--- src/rtl/jk_reg_bank.sv ---
// JK register bank on D storage, fed by a valid/ready command FIFO with a gated apply stage.
// Optional saturating bit-toggle counter enabled by defining JK_TOGGLE_CNT_EN.
module jk_reg_bank #(
  parameter int WIDTH = 8,
  parameter int DEPTH = 4
) (
  input  logic             clk,
  input  logic             rst,
  input  logic             cmd_valid,
  output logic             cmd_ready,
  input  logic [WIDTH-1:0] j,
  input  logic [WIDTH-1:0] k,
  input  logic             apply_en,
  output logic [WIDTH-1:0] q,
  output logic [WIDTH-1:0] qn,
  output logic             upd,
  output logic             busy
`ifdef JK_TOGGLE_CNT_EN
  ,
  output logic [15:0]      toggle_cnt
`endif
);

  localparam int PW = (DEPTH > 1) ? $clog2(DEPTH) : 1;
  localparam logic [PW:0]   FULL_CNT = (PW+1)'(DEPTH);
  localparam logic [PW:0]   CNT_ONE  = (PW+1)'(1);
  localparam logic [PW-1:0] PTR_ONE  = PW'(1);

  logic [WIDTH-1:0] mem_j [DEPTH];
  logic [WIDTH-1:0] mem_k [DEPTH];
  logic [PW-1:0]    wr_ptr;
  logic [PW-1:0]    rd_ptr;
  logic [PW:0]      count;

  logic             full;
  logic             empty;
  logic             push;
  logic             pop;
  logic [WIDTH-1:0] head_j;
  logic [WIDTH-1:0] head_k;
  logic [WIDTH-1:0] q_next;

  assign full      = (count == FULL_CNT);
  assign empty     = (count == '0);
  assign cmd_ready = !full;
  assign busy      = !empty;
  assign push      = cmd_valid && !full;
  assign pop       = apply_en && !empty;

  assign head_j = mem_j[rd_ptr];
  assign head_k = mem_k[rd_ptr];

  // JK characteristic equation applied per bit onto the D registers.
  assign q_next = (head_j & ~q) | (~head_k & q);
  assign qn     = ~q;

  // Storage is not reset; only pointers and count define valid contents.
  always_ff @(posedge clk) begin
    if (push) begin
      mem_j[wr_ptr] <= j;
      mem_k[wr_ptr] <= k;
    end
  end

  always_ff @(posedge clk or posedge rst) begin
    if (rst) begin
      wr_ptr <= '0;
      rd_ptr <= '0;
      count  <= '0;
    end else begin
      if (push) wr_ptr <= wr_ptr + PTR_ONE;
      if (pop)  rd_ptr <= rd_ptr + PTR_ONE;
      case ({push, pop})
        2'b10:   count <= count + CNT_ONE;
        2'b01:   count <= count - CNT_ONE;
        default: count <= count;
      endcase
    end
  end

  always_ff @(posedge clk or posedge rst) begin
    if (rst) begin
      q   <= '0;
      upd <= 1'b0;
    end else begin
      upd <= pop;
      if (pop) q <= q_next;
    end
  end

`ifdef JK_TOGGLE_CNT_EN
  logic [16:0] cnt_sum;

  assign cnt_sum = {1'b0, toggle_cnt} + 17'($countones(q_next ^ q));

  always_ff @(posedge clk or posedge rst) begin
    if (rst) begin
      toggle_cnt <= '0;
    end else if (pop) begin
      toggle_cnt <= cnt_sum[16] ? 16'hFFFF : cnt_sum[15:0];
    end
  end
`endif

endmodule

--- config.mk ---
export PLATFORM = sky130hd
export DESIGN_NAME = jk_reg_bank
export DESIGN_NICKNAME = d
export VERILOG_FILES = /design/src/rtl/jk_reg_bank.sv
export SDC_FILE = /design/constraint.sdc
export NUM_CORES = 1
export LEC_CHECK = 0
export CORE_UTILIZATION = 54
export DETAILED_ROUTE_END_ITERATION = 10
export PLACE_DENSITY_LB_ADDON = 0.3
export SLEW_MARGIN = 15
export SYNTH_ARGS = -nofsm -noshare
export SYNTH_HDL_FRONTEND = slang
export SYNTH_SLANG_ARGS = --single-unit
--- constraint.sdc ---
create_clock -name clk -period 2.3 [get_ports clk]
set_input_delay 0.46 -clock clk [delete_from_list [all_inputs] [get_ports clk]]
set_output_delay 0.46 -clock clk [all_outputs]
set_load 0.005 [all_outputs]
==> results.yml <==
# generated from flow reports
status:
  run_status: "finished clean"
critical_path:
  critical_path.max_fanout: 5
  cp.arrival_ns: 1.74
  worst_path_dominant_cell_family: "buffers and inverters"
  timing.critical_path.from_type: "flip-flop"
  critPathRequiredTime_ns: 1.84
  crit_cells: 3
  worst_path_max_delay_cell: "sky130_fd_sc_hd__clkdlybuf4s50_1"
  endpoint_kind: "output port"
  worstPathBufferInverterCount: 2
  critical_register_to_register_path_endpoint: "count[2]"
  critical_path.cell_chain: "or3b_4 > buf_4 > clkdlybuf4s50_1"
  critical_path.startpoint: "count[1]"
  r2r-start: "count[1]"
  timing.critical_path.to: "cmd_ready"
final_layout:
  synthesis_to_finish_area_growth_pct: 21.1
  layout.clock_buffers: 10
  multi_input_gate_area_in_the_final_layout_um2: 717
  layout.cells.largest_class: "sequential cells"
  final_layout_size_suffix_gt1_share_pct: 18.3
  antenna-diode-count: 0
  register_area_um2: 2320
  buf_share_pct: 11.6
  sh_comb_area_pct: 18.8
  layout.cells.non_filler: 285
  clock_area_share_pct: 4.67
final_timing:
  worst_clock_skew_ns: 0.00534
  totalNegativeSetupSlack_ns: 0
  finalCriticalPeriod_ns: 2.20
  tightest_slew_ns: 0.665
  share_of_the_cycle_needed_by_the_critical_path_after_routing_pct: 95.6
power_and_ir_drop:
  power.ir.vdd_worst_v: 0.000564
  combinationalPowerShare_pct: 32.5
  combinational_power_mw: 1.50
  p_int_mw: 3.32
  cellLeakagePower_nw: 1.40
  switching_share_pct: 28.3
place:
  port_buffers: 38
  place_congestion: 0.690
  hpwl_um: 3340
route:
  wl_per_cell_um: 18.5
  drt_drc_violations_left: 0
  met2_wirelength_um: 2820
  detailedRoute.firstPassIterationCount: 6
  detail_route.wirelength_um: 5270
  top_signal_layer_used: "met4"
  ant_nets: 0
global_routing:
  globalRoute.busiestLayer: "met2"
  grt_util_met3_pct: 3.60
  grt_pass1_wl_um: 8540
  grt_util_all_layers_pct: 19.8
  grt_start_max_net_pins: 20
  fraction_of_met1_tracks_used_by_global_routing_pct: 23.4
clocking:
  htree_levels: 3
  cts.clk_slew.worst_paths_ns: 0.07
  clk_path_buf_depth: 2
synthesis:
  synth-area-yosys_um2: 3140
  avgSynthCellArea_um2: 20.0
  synth_area_um2: 3140
run:
  timing.max_cap.violations: 0
  number_of_warnings_in_the_stage_logs: 29
floorplan:
  floorplan.initialDensity_pct: 56.7
  chip_area_um2: 6130
  pin_count: 39
-- metrics by stage --
stage | area [um^2] | hold WS (ns)
2_1_floorplan | 3140 | 0.374
3_3_place_gp | 3590 | 0.486
3_5_place_dp | 3590 | 0.504
4_1_cts | 3800 | 0.513
5_1_grt | 3810 | 0.548
6_report | 3810 | 0.511
-- state kept, by name, summed over array words and instances, names as in the netlist --
name and count:
mem_j 32, upd 1, wr_ptr 2, rd_ptr 2, mem_k 32, count 3
q 8
-- cells in the mapped netlist --
master	instances	area share, %
sky130_fd_sc_hd__mux2i_1	1	0.32
sky130_fd_sc_hd__xor2_1	3	0.84
sky130_fd_sc_hd__a21oi_1	8	1.3
sky130_fd_sc_hd__and3_2	4	0.96
sky130_fd_sc_hd__ha_1	5	2.0
sky130_fd_sc_hd__or3b_4	1	0.36
sky130_fd_sc_hd__o31a_2	1	0.32
sky130_fd_sc_hd__nand2_1	1	0.12
sky130_fd_sc_hd__mux2_4	1	0.48
sky130_fd_sc_hd__or3_2	1	0.24
sky130_fd_sc_hd__buf_12	1	0.64
sky130_fd_sc_hd__edfxtp_1	64	61
sky130_fd_sc_hd__mux4_1	7	5.9
sky130_fd_sc_hd__fa_1	1	0.64
sky130_fd_sc_hd__mux4_2	9	6.5
sky130_fd_sc_hd__buf_6	1	0.36
sky130_fd_sc_hd__a31oi_1	8	1.6
sky130_fd_sc_hd__xnor2_1	3	0.84
sky130_fd_sc_hd__inv_1	15	1.8
sky130_fd_sc_hd__dfrtp_1	16	13
sky130_fd_sc_hd__nor2_1	1	0.12
sky130_fd_sc_hd__and2_4	1	0.28
sky130_fd_sc_hd__buf_2	4	0.64
-- what timing repair did --
action	4_1_cts	5_1_grt
gates resized	0	3
setup endpoints to repair	1	2
buffers inserted	4	0
pin swaps	3	2
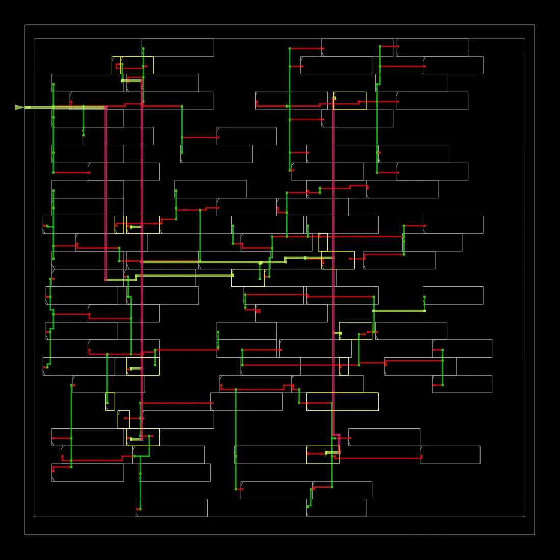
final_clocks.png
Insertion Delay late pin: 0.34 ns
clock group power: 0.944 mW
number of flip-flops and latches: 80
number of sinks on the clock net: 80

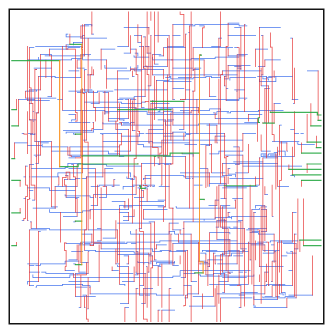
metal_stack.png
(4 px per um)
color	layer	wire length
green	met3	178 um
orange	met4	137 um
blue	met1	2140 um
red	met2	2820 um

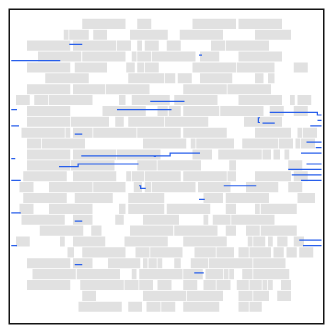
met3.png
(4 px per um)
longest straight run	22.1 um
share of all routed wire	3.4%
nets with wire on the layer	26

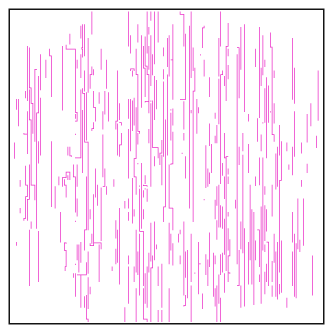
met2.png
(4 px per um)
main direction	vertical
nets with wire on the layer	201
longest straight run	52.4 um
wire length on this layer	2820 um
share of all routed wire	53%

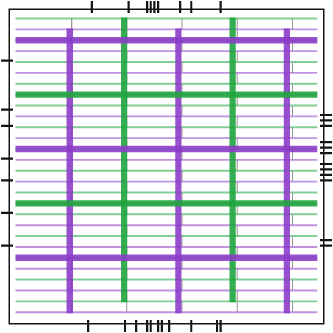
pdn.png
(4 px per um) Pins as bars on the die edge. Tap cells in gray.
color	net
purple	VSS
green	VDD
rows	27
tap cells	72
met1 rails	28
signal pins	39
met5 straps	5

Power and IR drop assume default switching activity.
